### config.mk
export PLATFORM = sky130hd
export DESIGN_NAME = pc_seq
export DESIGN_NICKNAME = d
export VERILOG_FILES = /design/src/rtl/pc_seq_pkg.sv /design/src/rtl/pc_ret_stack.sv /design/src/rtl/pc_seq.sv
export SDC_FILE = /design/constraint.sdc
export NUM_CORES = 1
export LEC_CHECK = 0
export CORE_AREA = 2 2 110 112
export CTS_BUF_LIST = sky130_fd_sc_hd__clkbuf_4 sky130_fd_sc_hd__clkbuf_8
export CTS_CLUSTER_DIAMETER = 50
export DETAILED_ROUTE_END_ITERATION = 10
export DIE_AREA = 0 0 112 114
export PLACE_DENSITY = 0.67
export SLEW_MARGIN = 5
export SYNTH_ARGS = -nofsm -noshare
export SYNTH_HDL_FRONTEND = slang
export SYNTH_SLANG_ARGS = --single-unit
### constraint.sdc
create_clock -name clk -period 2.61 [get_ports clk]
set_input_delay 0.522 -clock clk [delete_from_list [all_inputs] [get_ports clk]]
set_output_delay 0.522 -clock clk [all_outputs]
set_load 0.03 [all_outputs]
### src/rtl/pc_seq_pkg.sv
// pc_seq_pkg
//   Shared types and helpers for the program-counter sequencer.
//   - jmode_t       : redirect mode encoding (ABS, REL, CALL, RET)
//   - lut_entry_t   : far-jump table entry {rel, val} at the default width
//   - escapeBase()  : first target value that is treated as a far-jump escape
package pc_seq_pkg;

  typedef enum logic [1:0] {
    ABS  = 2'd0,
    REL  = 2'd1,
    CALL = 2'd2,
    RET  = 2'd3
  } jmode_t;

  localparam int DEFAULT_D = 10;

  // Default-width view of a table entry; pc_seq stores the same {rel, val}
  // layout at its own D.
  typedef struct packed {
    logic                 rel;
    logic [DEFAULT_D-1:0] val;
  } lut_entry_t;

  // The top lutN addresses of a d-bit space are reserved as escapes
  // into the far-jump table.
  function automatic int unsigned escapeBase(input int unsigned d, input int unsigned lutN);
    return (32'd1 << d) - lutN;
  endfunction

endpackage

### src/rtl/pc_ret_stack.sv
// pc_ret_stack
//   Circular return-address stack. When full, a push overwrites the oldest
//   entry so the most recent RS_DEPTH return addresses are always kept.
//   Ports:
//     clk, reset (async, active-low)
//     clear    : synchronous empty
//     push     : store pushData on top
//     pop      : remove top entry (ignored when empty)
//     pushData : return address to store
//     top      : current top-of-stack value
//     depth    : number of live entries
//     ovf/unf  : combinational pulses, push-while-full / pop-while-empty
module pc_ret_stack #(
  parameter int RS_DEPTH = 4,
  parameter int D        = 10
) (
  input  logic                          clk,
  input  logic                          reset,
  input  logic                          clear,
  input  logic                          push,
  input  logic                          pop,
  input  logic [D-1:0]                  pushData,
  output logic [D-1:0]                  top,
  output logic [$clog2(RS_DEPTH+1)-1:0] depth,
  output logic                          ovf,
  output logic                          unf
);

  localparam int PW = (RS_DEPTH > 1) ? $clog2(RS_DEPTH) : 1;
  localparam int DW = $clog2(RS_DEPTH+1);

  logic [D-1:0]  mem [RS_DEPTH];
  logic [PW-1:0] wrPtr;
  logic [PW-1:0] topPtr;
  logic [PW-1:0] nextPtr;
  logic          full;
  logic          empty;

  // wrPtr is the next free slot; when full it is also the oldest entry,
  // which is exactly the slot a wrapping push should overwrite.
  always_comb begin
    full    = (depth == DW'(RS_DEPTH));
    empty   = (depth == '0);
    topPtr  = (wrPtr == '0) ? PW'(RS_DEPTH-1) : wrPtr - PW'(1);
    nextPtr = (wrPtr == PW'(RS_DEPTH-1)) ? '0 : wrPtr + PW'(1);
    top     = mem[topPtr];
    ovf     = push && full;
    unf     = pop && empty;
  end

  // Pointer and occupancy tracking; clear beats push, push beats pop.
  always_ff @(posedge clk or negedge reset) begin
    if (!reset) begin
      wrPtr <= '0;
      depth <= '0;
    end else if (clear) begin
      wrPtr <= '0;
      depth <= '0;
    end else if (push) begin
      wrPtr <= nextPtr;
      if (!full) depth <= depth + DW'(1);
    end else if (pop && !empty) begin
      wrPtr <= topPtr;
      depth <= depth - DW'(1);
    end
  end

  // Storage needs no reset: occupancy decides what is valid.
  always_ff @(posedge clk) begin
    if (push && !clear) mem[wrPtr] <= pushData;
  end

endmodule

### src/rtl/pc_seq.sv
// pc_seq
//   Program-counter sequencer: one PC per clock with relative branches,
//   programmable far-jump table, call/return stack and stall.
//   Ports:
//     clk, reset (async, active-low), start (sync restart), stall
//     jumpEn/jmode/target : redirect request (ABS, REL, CALL, RET)
//     lut_we/lut_idx/lut_rel/lut_val : far-jump table write port
//     programCounter : registered PC
//     rs_depth       : live return-stack entries
//     rs_ovf/rs_unf  : sticky stack overflow/underflow flags
module pc_seq
  import pc_seq_pkg::*;
#(
  parameter int D        = 10,
  parameter int LUT_N    = 4,
  parameter int RS_DEPTH = 4
) (
  input  logic                          clk,
  input  logic                          reset,
  input  logic                          start,
  input  logic                          stall,
  input  logic                          jumpEn,
  input  logic [1:0]                    jmode,
  input  logic [D-1:0]                  target,
  input  logic                          lut_we,
  input  logic [$clog2(LUT_N)-1:0]      lut_idx,
  input  logic                          lut_rel,
  input  logic [D-1:0]                  lut_val,
  output logic [D-1:0]                  programCounter,
  output logic [$clog2(RS_DEPTH+1)-1:0] rs_depth,
  output logic                          rs_ovf,
  output logic                          rs_unf
);

  localparam int IW = $clog2(LUT_N);
  localparam logic [D-1:0] ESC_BASE = D'(escapeBase(D, LUT_N));

  // Each entry is {rel, val}, same layout as lut_entry_t.
  logic [D:0]   lutMem [LUT_N];
  logic [D:0]   entry;
  jmode_t       mode;
  logic [D-1:0] pcInc;
  logic [D-1:0] farPc;
  logic [D-1:0] resolved;
  logic [D-1:0] nextPc;
  logic [D-1:0] stackTop;
  logic         doJump;
  logic         push;
  logic         pop;
  logic         ovfPulse;
  logic         unfPulse;

  assign mode = jmode_t'(jmode);

  // Target resolution and next-PC selection. D-bit unsigned adds give the
  // required modulo-2^D behaviour for signed offsets as well. The table is
  // read from its registered contents, so a same-cycle write is not seen.
  always_comb begin
    pcInc    = programCounter + D'(1);
    entry    = lutMem[target[IW-1:0]];
    farPc    = entry[D] ? programCounter + entry[D-1:0] : entry[D-1:0];
    resolved = (target >= ESC_BASE) ? farPc : target;
    doJump   = jumpEn && !stall && !start;
    push     = doJump && (mode == CALL);
    pop      = doJump && (mode == RET);
    nextPc   = pcInc;
    if (jumpEn) begin
      case (mode)
        ABS:     nextPc = resolved;
        REL:     nextPc = programCounter + target;
        CALL:    nextPc = resolved;
        RET:     nextPc = (rs_depth != '0) ? stackTop : pcInc;
        default: nextPc = pcInc;
      endcase
    end
  end

  pc_ret_stack #(
    .RS_DEPTH(RS_DEPTH),
    .D       (D)
  ) u_stack (
    .clk     (clk),
    .reset   (reset),
    .clear   (start),
    .push    (push),
    .pop     (pop),
    .pushData(pcInc),
    .top     (stackTop),
    .depth   (rs_depth),
    .ovf     (ovfPulse),
    .unf     (unfPulse)
  );

  // PC register: start restarts at 0 even while stalled.
  always_ff @(posedge clk or negedge reset) begin
    if (!reset) begin
      programCounter <= '0;
    end else if (start) begin
      programCounter <= '0;
    end else if (!stall) begin
      programCounter <= nextPc;
    end
  end

  // Sticky stack flags; the pulses are already gated by stall/start.
  always_ff @(posedge clk or negedge reset) begin
    if (!reset) begin
      rs_ovf <= 1'b0;
      rs_unf <= 1'b0;
    end else if (start) begin
      rs_ovf <= 1'b0;
      rs_unf <= 1'b0;
    end else begin
      if (ovfPulse) rs_ovf <= 1'b1;
      if (unfPulse) rs_unf <= 1'b1;
    end
  end

  // Far-jump table: only reset clears it; writes ignore stall and start.
  always_ff @(posedge clk or negedge reset) begin
    if (!reset) begin
      for (int i = 0; i < LUT_N; i++) lutMem[i] <= '0;
    end else if (lut_we) begin
      lutMem[lut_idx] <= {lut_rel, lut_val};
    end
  end

endmodule

==> run notes, run 1 <==
Figures from the implementation reports.

- The run finished with clean final reports.
- The net switching share of the total power is between 20% and 30%.
- The maximum net fanout on the critical path reads 4.
- Looking at the clock tree report, the maximum root-to-sink buffer count equals 2.
- The routed length on met2 reads 6.833 mm.
- The worst hold-check slack is about 0.20 ns.
- The multi-input gate count reads about 330.
- Endpoints failing hold in the final report were tallied at 0.
- The clock latency on the worst-skew pair reads roughly 0.38 ns.
- In this run the critical path is formed by clkdlybuf4s50_1 > ha_1 > a21o_1 > a22oi_2 > o21ai_0 > a21o_1 > a2111oi_1 > a41o_1 > o41ai_2.
- The detailed placer reported the number of placed instances as roughly 700.
- After synthesis, the cell types taking the most area are sky130_fd_sc_hd__dfrtp_1 (27%), sky130_fd_sc_hd__edfxtp_1 (21%), sky130_fd_sc_hd__mux2_2 (8.7%).
- The report puts the hold buffer count at CTS at 0.
- Leaving out the clock tree, the finished layout contains a buffer count of between 100 and 150.
- The mean cell area of the mapped netlist is approximately 12 um2.
- The largest stage delay on the critical path is between 0.4 and 0.5 ns.
- The clock buffers instantiated in the layout total 9.
- The post-synthesis net count reads between 500 and 600.
- Once the clock tree was built, the resizer swapped 8 gates to a different size.
- The number of iterations in the first detailed-routing pass reads 5.
- More flip-flops sit in one register than any other, and that register is lutMem.
- The layout buffering overhead excluding clock cells is 14.81%.
- The logs give a warning total of 29.
- The power in the clock group reads roughly 1.2 mW.
- The synthesis-to-finish area growth is 24.99%.
- The number of sequential cells is ~100.
- The number of sinks on the clock net is a little over 100.
- The flow reports that sequential cells draw 45.9% of the design power.
- The routed length on met3 is roughly 780 um.
- The cell type contributing the most total cell area after synthesis reads sky130_fd_sc_hd__dfrtp_1.
- The required time at the worst endpoint is listed as between 2 and 3 ns.
- The sequential portion of the cell area reads about two fifths.
- The worst setup path is captured at a flop.
- Per the layout area report, the combinational fraction of cell area is approximately 40%.
- The prevailing post-synth register cell reads sky130_fd_sc_hd__dfrtp_1.
- The cell type of the slowest stage on the worst timing path is sky130_fd_sc_hd__clkdlybuf4s50_1.
- The total cell area reported by yosys after synthesis is ~5700 um2.
- For this design the total switching power over the nets is approximately 1.2 mW.
- The synthesis run identifies the leading combinational cell family as multiplexers.
- The destination of the critical timing path is programCounter[9].
- The count of instantiated cells in the yosys netlist is 475.
- The aggregate negative setup slack reads 0 ns.
- The post-synthesis share of cell area spent on and-or and or-and gates is between 10% and 20%.
- The via-per-instance ratio reads 5.885.
**Run 1: routing congestion map**

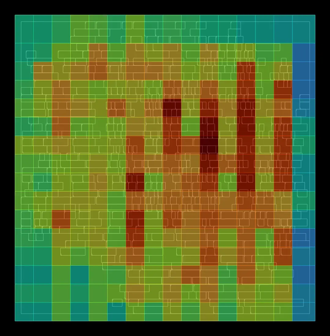
share of the core filled with cells in the final layout: 60.96%
met1 layer usage reported by global route: 31.43%

**Run 1: placed cells, one color a class**

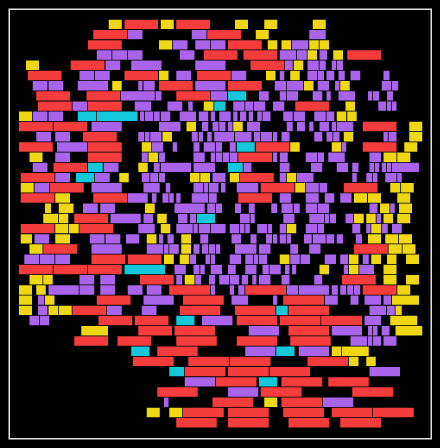
| color | class | cells |
|---|---|---|
| red | flip-flops | 101 |
| cyan | clock drivers and dummy loads | 16 |
| purple | all other logic | 350 |
| yellow | other buffers and delay cells | 117 |

**Run 1: placement density heat map**

Bar = 20 um. The die is cut into 11 by 11 equal tiles; black is low, pale yellow is high, 0 to 100% covered.
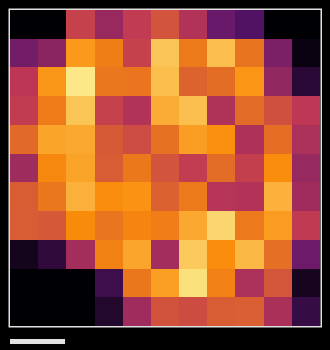
nearly empty tiles: 8.3%
emptiest ninth of the die: bottom left
fullest tile: 95%
mean over tiles: 55%
tiles over 75% full: 24%
core area: 11710 um2
floorplan utilization: 48.77%

==> run 1 -> run 2 <==
--- a/config.mk
+++ b/config.mk
@@ -5,12 +5,14 @@
 export SDC_FILE = /design/constraint.sdc
 export NUM_CORES = 1
 export LEC_CHECK = 0
+export CAP_MARGIN = 40
 export CORE_AREA = 2 2 110 112
 export CTS_BUF_LIST = sky130_fd_sc_hd__clkbuf_4 sky130_fd_sc_hd__clkbuf_8
 export CTS_CLUSTER_DIAMETER = 50
 export DETAILED_ROUTE_END_ITERATION = 10
 export DIE_AREA = 0 0 112 114
 export PLACE_DENSITY = 0.67
+export RECOVER_POWER = 25
 export SLEW_MARGIN = 5
 export SYNTH_ARGS = -nofsm -noshare
 export SYNTH_HDL_FRONTEND = slang
**Run 2: port wiring**

Bar = 20 um.
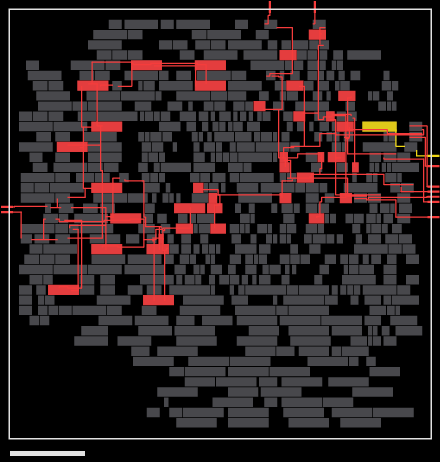
| color | port | bits | direction | end cells | buffers | wire |
|---|---|---|---|---|---|---|
| red | target | 10 | input | 38 | 26 | 984 um |
| yellow | rs_ovf | 1 | output | 1 | 1 | 11.7 um |
port buffer count: 45
num ports: 46

**Run 2: PDN straps and rails**

Bar = 20 um. Pins as bars on the die edge.
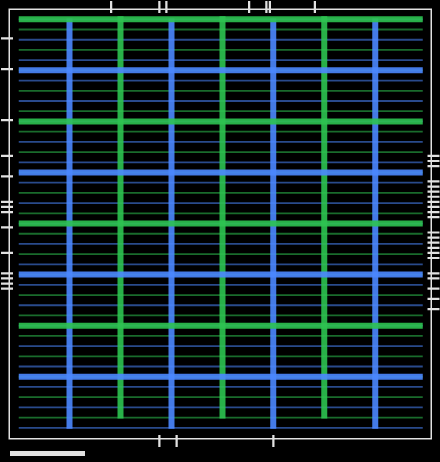
| color | net |
|---|---|
| blue | VSS |
| green | VDD |
met1 rails: 41
met5 straps: 8
met4 straps: 7
rows: 40
signal pins: 46
maximum ir drop on the vdd rail: 0.4611 mV
width of the die: 112 um
vertical die size: 114 um

==> run notes, run 2 <==
Figures from the implementation reports.

- The met1 routing resource usage after global routing reads 31.43% (unchanged).
- The mean cell area of the mapped netlist is 12.02 um2 (unchanged).
- The share of the core filled by cells before placement is 48.77% (unchanged).
- The switching power total was 1.197 mW (was 1.200 mW).
- The final cell utilization of the core reads 60.95% (was 60.96%).
- The clock latency on the worst-skew pair reads 0.38 ns (about the same).
- The layout buffering overhead excluding clock cells is 14.79% (was 14.81%).
- The multi-input logic portion of the cell area is 40.18% (was 40.17%).
- Critical Path, Cell by Cell: clkdlybuf4s50_1 > ha_1 > a21o_1 > a22oi_2 > o21ai_0 > a21o_1 > a2111oi_1 > a41o_1 > o41ai_2 (unchanged).
- The cell count after placement is 711 (unchanged).
- The routed length on met3 came to 871 um (was 779 um).
- The number of sequential cells is 101 (unchanged).
- The top logic cell family in the synthesized netlist reads multiplexers (unchanged).
- The worst hold-check slack reads 0.5118 ns (was 0.2031 ns).
- The final reports fail on capacitance limit, slew limit.
- The net switching share of the total power is 29.05% (was 29.10%).
- The number of warning messages in the logs is 29 (unchanged).
- The power share of the sequential group reads 46.0% (was 45.9%).
- The buffer levels on the longest clock path reads 2 (unchanged).
- The via-per-instance ratio is 5.860 (was 5.885).
- Top cells by area: sky130_fd_sc_hd__dfrtp_1 (27%), sky130_fd_sc_hd__edfxtp_1 (21%), sky130_fd_sc_hd__mux2_2 (8.7%) (unchanged).
- The endpoint required time on the critical path is 2.86 ns (about the same).
- Outcome: finished, violations left (was completed).
- The reported max-cap violation count reads 1 (was 0).
- The total cell area reported by yosys after synthesis reads 5712 um2 (unchanged).
- The post-cts repair resize count reads 8 (unchanged).
- The number of sinks on the clock net is 101 (unchanged).
- The count of final max-slew check failures is 28 (was 0).
- The core outline area reads 11710 um2 (unchanged).
No activity file was given, so power comes from the tool's default toggle rates.
